`src/rtl/counter_cmd_gen.sv`:
```
// counter_cmd_gen: turns raw up/down/clear buttons into en/a_or_m step strobes
// and a shaped rst_counter pulse for one saturating up/down counter.
module counter_cmd_gen #(
    parameter int DB_CYCLES    = 4,
    parameter int REPEAT_DELAY = 16,
    parameter int REPEAT_RATE  = 4,
    parameter int RST_HOLD     = 2,
    parameter int GAP_CYCLES   = 2
) (
    input  logic clk,
    input  logic rst,
    input  logic tick,
    input  logic btn_up,
    input  logic btn_dn,
    input  logic btn_clr,
    output logic en,
    output logic a_or_m,
    output logic rst_counter,
    output logic busy
);
    typedef enum logic [2:0] {IDLE, UP_HOLD, DN_HOLD, CLR, GAP} state_t;

    state_t     state, state_n;
    logic [2:0] s1, s2, deb, deb_q, press;
    logic [7:0] db_cnt [3];
    logic [7:0] cnt, cnt_n;
    logic       first, first_n, en_n, dir_n, rc_n, held;

    // Bit 0 = up, bit 1 = down, bit 2 = clear throughout.
    always_ff @(posedge clk or posedge rst) begin
        if (rst) begin
            s1    <= '0;
            s2    <= '0;
            deb   <= '0;
            deb_q <= '0;
            press <= '0;
            for (int i = 0; i < 3; i++) db_cnt[i] <= '0;
        end else begin
            s1    <= {btn_clr, btn_dn, btn_up};
            s2    <= s1;
            deb_q <= deb;
            press <= deb & ~deb_q;
            for (int i = 0; i < 3; i++) begin
                if (s2[i] == deb[i]) begin
                    db_cnt[i] <= '0;
                end else if (tick) begin
                    if (db_cnt[i] == 8'(DB_CYCLES - 1)) begin
                        deb[i]    <= ~deb[i];
                        db_cnt[i] <= '0;
                    end else begin
                        db_cnt[i] <= db_cnt[i] + 8'd1;
                    end
                end
            end
        end
    end

    always_ff @(posedge clk or posedge rst) begin
        if (rst) begin
            state       <= IDLE;
            cnt         <= '0;
            first       <= 1'b0;
            en          <= 1'b0;
            a_or_m      <= 1'b1;
            rst_counter <= 1'b0;
            busy        <= 1'b0;
        end else begin
            state       <= state_n;
            cnt         <= cnt_n;
            first       <= first_n;
            en          <= en_n;
            a_or_m      <= dir_n;
            rst_counter <= rc_n;
            busy        <= (state_n == CLR) || (state_n == GAP);
        end
    end

    // cnt is shared: repeat timer in holds, pulse/gap length in CLR/GAP.
    always_comb begin
        held    = (state == UP_HOLD) ? deb[0] : deb[1];
        state_n = state;
        cnt_n   = cnt;
        first_n = first;
        en_n    = 1'b0;
        dir_n   = a_or_m;
        rc_n    = 1'b0;
        if (press[2] && state != CLR && state != GAP) begin
            state_n = CLR;
            cnt_n   = '0;
            rc_n    = 1'b1;
        end else begin
            case (state)
                IDLE: begin
                    if (press[0] ^ press[1]) begin
                        state_n = press[0] ? UP_HOLD : DN_HOLD;
                        en_n    = 1'b1;
                        dir_n   = press[0];
                        cnt_n   = '0;
                        first_n = 1'b1;
                    end
                end
                UP_HOLD, DN_HOLD: begin
                    if (!held) begin
                        state_n = IDLE;
                    end else if (tick) begin
                        if (cnt == (first ? 8'(REPEAT_DELAY - 1) : 8'(REPEAT_RATE - 1))) begin
                            en_n    = 1'b1;
                            dir_n   = (state == UP_HOLD);
                            cnt_n   = '0;
                            first_n = 1'b0;
                        end else begin
                            cnt_n = cnt + 8'd1;
                        end
                    end
                end
                CLR: begin
                    if (cnt == 8'(RST_HOLD - 1)) begin
                        state_n = GAP;
                        cnt_n   = '0;
                    end else begin
                        cnt_n = cnt + 8'd1;
                        rc_n  = 1'b1;
                    end
                end
                GAP: begin
                    if (cnt == 8'(GAP_CYCLES - 1)) state_n = IDLE;
                    else cnt_n = cnt + 8'd1;
                end
                default: state_n = IDLE;
            endcase
        end
    end
endmodule
```
`config.mk`:
```
export PLATFORM = sky130hd
export DESIGN_NAME = counter_cmd_gen
export DESIGN_NICKNAME = d
export VERILOG_FILES = /design/src/rtl/counter_cmd_gen.sv
export SDC_FILE = /design/constraint.sdc
export NUM_CORES = 1
export LEC_CHECK = 0
export CAP_MARGIN = 20
export CORE_ASPECT_RATIO = 1.2
export CORE_MARGIN = 2
export CORE_UTILIZATION = 61
export CTS_BUF_LIST = sky130_fd_sc_hd__clkbuf_16
export DETAILED_ROUTE_END_ITERATION = 12
export PLACE_DENSITY = 0.79
export SYNTH_ARGS = -nofsm -noshare
export SYNTH_HDL_FRONTEND = slang
export SYNTH_SLANG_ARGS = --single-unit
```
`constraint.sdc`:
```
create_clock -name clk -period 2 [get_ports clk]
set_input_delay 0.4 -clock clk [delete_from_list [all_inputs] [get_ports clk]]
set_output_delay 0.4 -clock clk [all_outputs]
set_load 0.05 [all_outputs]
```
**Run 1: routed metal, one color a layer**

Scale: 4 px per um.
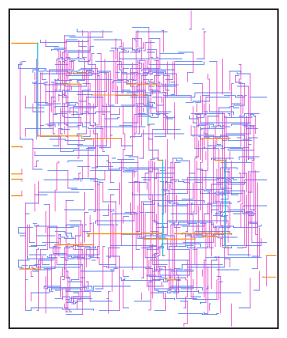
layer	color	wire length
metal 2	magenta	2,900 um
metal 1	blue	2,320 um
metal 3	orange	154 um
metal 4	cyan	76.2 um
via count: 2,117
drt wl/cell: 15.3 um
Global Route Usage Sum: 23.6%
overall routed net length: 5.45 mm

**Run 1: where the registers sit**

Scale: 3 px per um. Other sequential cells in the stronger gray, the rest of the logic in the fainter gray.
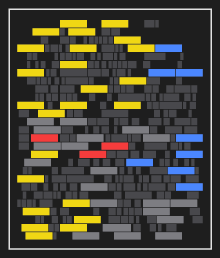
signal	color	flops
`deb`	red	3
`cnt`	blue	8
`db_cnt`	yellow	24
not colored	20
Flop area: 1380 um^2
Final Util: 70.8%
flop share of the area: 42.6%
P_seq: 1650 uW

**Run 1: the metal 2 layer**

Scale: 3 px per um.
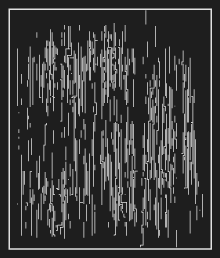
wire length on this layer	2,900 um
main direction	vertical
met2 Use GR: 42.5%

run 1: worst max path at each step:
stage                                      from                endpoint  slack, ps
after floorplan                             rst          busy$_DFF_PP0_        260
after global placement                     tick      cnt[2]$_DFFE_PP0P_        130
after detailed placement  db_cnt[0]$_DFFE_PP0P_   db_cnt[4]$_DFFE_PP0P_         10
after CTS                 db_cnt[0]$_DFFE_PP0P_   db_cnt[4]$_DFFE_PP0P_         10
after global routing      db_cnt[0]$_DFFE_PP0P_   db_cnt[2]$_DFFE_PP0P_        -10
final                     db_cnt[8]$_DFFE_PP0P_  db_cnt[12]$_DFFE_PP0P_         70
run 1: per-layer routing:
layer / wire, um / track usage, %
met5: 0 / 0
met3: 154 / 4.51
met4: 76 / 7.76
met2: 2900 / 42.5
met1: 2320 / 27.7
==> results.toml, run 1 <==
# generated from flow reports
[final_timing]
worst_slack_ps = 72.3
fin_crit_ps = 1930
tightest_slew_ps = 492

[worst_setup_path]
critPathBufInv = 0
start_kind = "register"
cp.required_ps = 2160

[grt]
grt_remaining_overflow = 0

[outcome]
status = "completed"

[yosys]
synthSimpleGateAreaFrac_pct = 19.8
enable_flop_cells = 0
synthArstFlopShare_pct = 100
synth_area_um2 = 2890

[hold_path]
hold_class = "reg -> reg"
min_path_cells = 0

[finish]
design_area_um2 = 3230
syn2layout_area_growth_pct = 11.8

[routing]
firstDrtPassIters = 4

[place]
io_buffer_count = 9

[cts]
path_clk_slew_ps = 60
cts_resized = 0
root_buffer = "clkbuf_16"

[power_and_ir_drop]
power_leader = "sequential cells"
seqPwrFrac_pct = 40.4
## Run 2: what changed since run 1
--- a/config.mk
+++ b/config.mk
@@ -12,6 +12,7 @@
 export CTS_BUF_LIST = sky130_fd_sc_hd__clkbuf_16
 export DETAILED_ROUTE_END_ITERATION = 12
 export PLACE_DENSITY = 0.79
+export SLEW_MARGIN = 5
 export SYNTH_ARGS = -nofsm -noshare
 export SYNTH_HDL_FRONTEND = slang
 export SYNTH_SLANG_ARGS = --single-unit
**Run 2: the metal 2 layer**

Scale: 3 px per um.
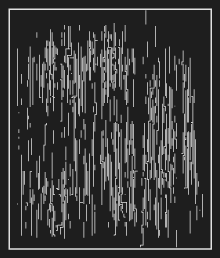
share of all routed wire	53%
main direction	vertical
longest straight run	26.9 um
nets with wire on the layer	259
wire length on this layer	2,900 um

==> run 2 against run 1 <==
Sequential share of layout area did not move. Core utilization did not move. Critical endpoint unchanged. Largest cell class unchanged. Register-to-register slack barely moved. Critical path depth did not move. Synthesized cell count did not move. Sequential cell count did not move.
==> results.toml, run 2 <==
# generated from flow reports
[grt]
grt_max_degree = 27
grt_usage_pct = 23.6
grt_remaining_overflow = 0

[final_timing]
worst_slack_ps = 72.3
timing.final.crit_share_pct = 96.4
tightest_slew_ps = 492
fin_crit_ps = 1930

[routing]
drt_wl_total_mm = 5.45
wl_met3_um = 154
firstDrtPassIters = 4
wl_met1_mm = 2.32
met2_length_mm = 2.90
vias = 2117

[power_and_ir_drop]
cellLeakagePower_uw = 0.00140
power_uw = 4080
powerSeq_uw = 1650
power_leader = "sequential cells"

[worst_setup_path]
crit_path_start = "db_cnt[8]$_DFFE_PP0P_"
cp.required_ps = 2160
start_kind = "register"
critPathBufInv = 0

[cts]
path_clk_slew_ps = 60
cts_resized = 0
root_buffer = "clkbuf_16"

[outcome]
status = "completed"

[hold_path]
min_path_cells = 0
hold_class = "reg -> reg"

[yosys]
synth_area_um2 = 2890
enable_flop_cells = 0
synthArstFlopShare_pct = 100
area_leaders = "dfrtp_1 47%, o21ai_1 3.5%, o21ai_0 3.3%, nand2_1 2.7%, ha_1 2.2%"

[finish]
post-route-util_pct = 70.8
diodes = 0
design_area_um2 = 3230

[place]
io_buffer_count = 9
**Run 2: routing congestion**

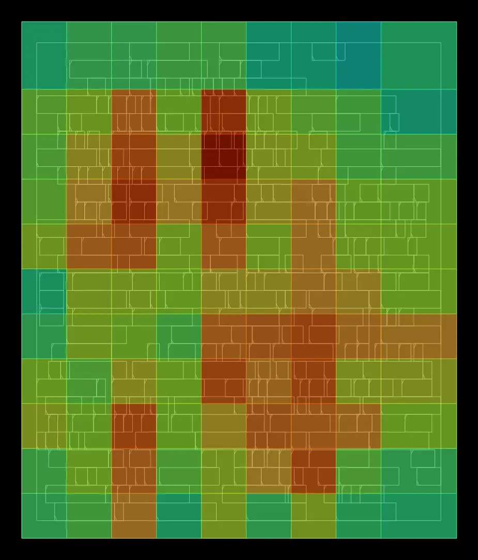
GR peak layer: met2
M1 GR Usage: 27.7%
GR met3 Demand/Resource: 4.51%

==> run 2: final cells by class <==
type / count / area [um^2]
timing repair buffer: 19 / 175
tap: 58 / 72.6
clock buffer: 5 / 125
clock inverter: 3 / 16.3
inverter: 13 / 48.8
multi-input combinational: 202 / 1420
fill: 338 / 1330
sequential: 55 / 1380
==> run 2: kinds of logic (layout without fill, tap and decap cells) <==
group / after synthesis / in the layout / share of synthesized area [%]
flops: 55 / 55 / 47.7
compound gates: 79 / 79 / 20.7
simple gates: 100 / 100 / 19.8
mux: 5 / 5 / 1.91
fa+ha+maj: 5 / 5 / 2.17
xor+xnor: 13 / 13 / 3.94
buf+inv: 22 / 40 / 3.77
==> run 2: metal layers <==
layer,global-route usage [%],up-vias
li1,-,1032
met4,7.76,0
met2,42.5,36
met5,0,-
met1,27.7,1040
met3,4.51,9
## Run 3: what changed since run 2
--- a/config.mk
+++ b/config.mk
@@ -7,11 +7,12 @@
 export LEC_CHECK = 0
 export CAP_MARGIN = 20
 export CORE_ASPECT_RATIO = 1.2
-export CORE_MARGIN = 2
+export CORE_MARGIN = 8
 export CORE_UTILIZATION = 61
-export CTS_BUF_LIST = sky130_fd_sc_hd__clkbuf_16
+export CTS_BUF_LIST = sky130_fd_sc_hd__clkbuf_8 sky130_fd_sc_hd__clkbuf_16
 export DETAILED_ROUTE_END_ITERATION = 12
 export PLACE_DENSITY = 0.79
+export REMOVE_ABC_BUFFERS = 1
 export SLEW_MARGIN = 5
 export SYNTH_ARGS = -nofsm -noshare
 export SYNTH_HDL_FRONTEND = slang
**Run 3: the metal 2 layer**

Scale: 3 px per um.
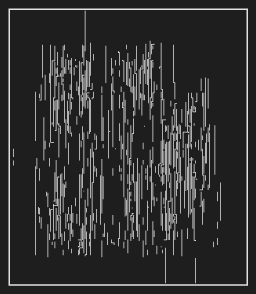
main direction	vertical
nets with wire on the layer	255
wire length on this layer	2,590 um
via count: 2,068
met2 Use GR: 25.6%

**Run 3: routed metal, one color a layer**

Scale: 4 px per um.
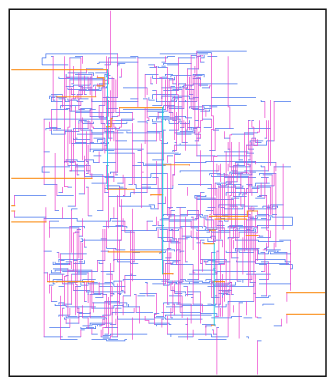
layer	color	wire length
metal 2	magenta	2,590 um
metal 3	orange	177 um
metal 1	blue	2,340 um
metal 4	cyan	91.8 um
Global Route Usage Sum: 14.9%
drt wl/cell: 14.5 um
overall routed net length: 5.19 mm

==> run 3 against run 2 <==
Clock power down 11%. Sequential cell count unchanged. Clock skew up 6.3 ps. Clock-buffer cell count up 1. Core utilization up 0.19 points. Register-to-register slack about the same. Die area up 36%. Wire length down 4.7%. Final area up 0.27%. Sequential share of layout area down 0.12 points. Critical path type unchanged. Critical endpoint is now db_cnt[4]$_DFFE_PP0P_. Largest cell class unchanged. Largest power group unchanged.
==> results.toml, run 3 <==
# generated from flow reports
[outcome]
status = "completed"

[final_timing]
timing.final.crit_share_pct = 96.1
tightest_slew_ps = 493
worst_slack_ps = 77.8

[finish]
logic_area_um2 = 1420
n_all_inverters = 13
seqCellArea_um2 = 1380
num-nonclk-buffers = 23
comb_share_pct = 43.8
flops = 55
post-route-util_pct = 71.0
syn2layout_area_growth_pct = 12.1
diodes = 0
clkCellAreaFrac_pct = 3.63

[grt]
grt.met3_usage_pct = 3.06
grt_max_degree = 56
grt_remaining_overflow = 0
busiest_layer = "met2"
met1_usage_pct = 17.5

[worst_setup_path]
critPathBufInv = 1
crit_path_start = "db_cnt[0]$_DFFE_PP0P_"

[cts]
root_buffer = "clkbuf_8"
path_clk_slew_ps = 90

[power_and_ir_drop]
cellLeakagePower_uw = 0.00140

[hold_path]
min_path_cells = 0
hold_class = "reg -> reg"

[yosys]
area_leaders = "dfrtp_1 47%, o21ai_1 3.5%, o21ai_0 3.3%, nand2_1 2.7%, ha_1 2.2%"
synthArstFlopShare_pct = 100
## run 3: where the power goes
group | leakage [uW] | switching (uW) | internal [uW]
Clock | 0.0000612 | 343 | 405
Combinational | 0.000612 | 907 | 696
Sequential | 0.000730 | 283 | 1350
Total | 0.00140 | 1530 | 2450
## run 3: what timing repair did
item / in CTS / in global routing
endpoints found under the hold margin: 0 / 0
setup buffers: 0 / 6
setup endpoints to repair: 0 / 3
hold buffers: 0 / 0
gates resized: 0 / 3
## run 3: cells by family (layout without fill, tap and decap cells)
kind of cell,after synthesis,after routing,share of synthesized area (%)
buffers and inverters,22,44,3.77
AND-OR/OR-AND,79,79,20.7
AND/OR/NAND/NOR,100,100,19.8
XOR/XNOR,13,13,3.94
adder cells (fa/ha/maj),5,5,2.17
multiplexers,5,5,1.91
flip-flops,55,55,47.7

## Gallery

Wires at chosen ports, followed through buffers.
Scale: 4 px per um.
image #1
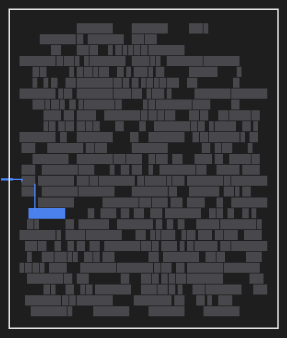
image #2
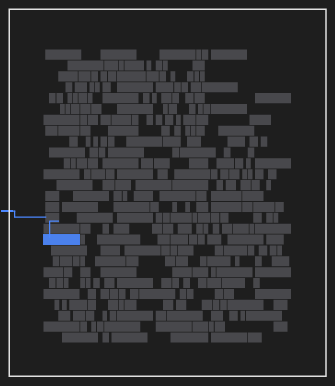
The one with the largest die is image #2.
Image #2 comes from run 3.
Image #1 comes from run 2.

Key to image #2:
port	color	bits	direction	end cells	buffers	wire
`btn_up`	blue	1	input	1	1	16.4 um

Power and IR drop assume default switching activity.
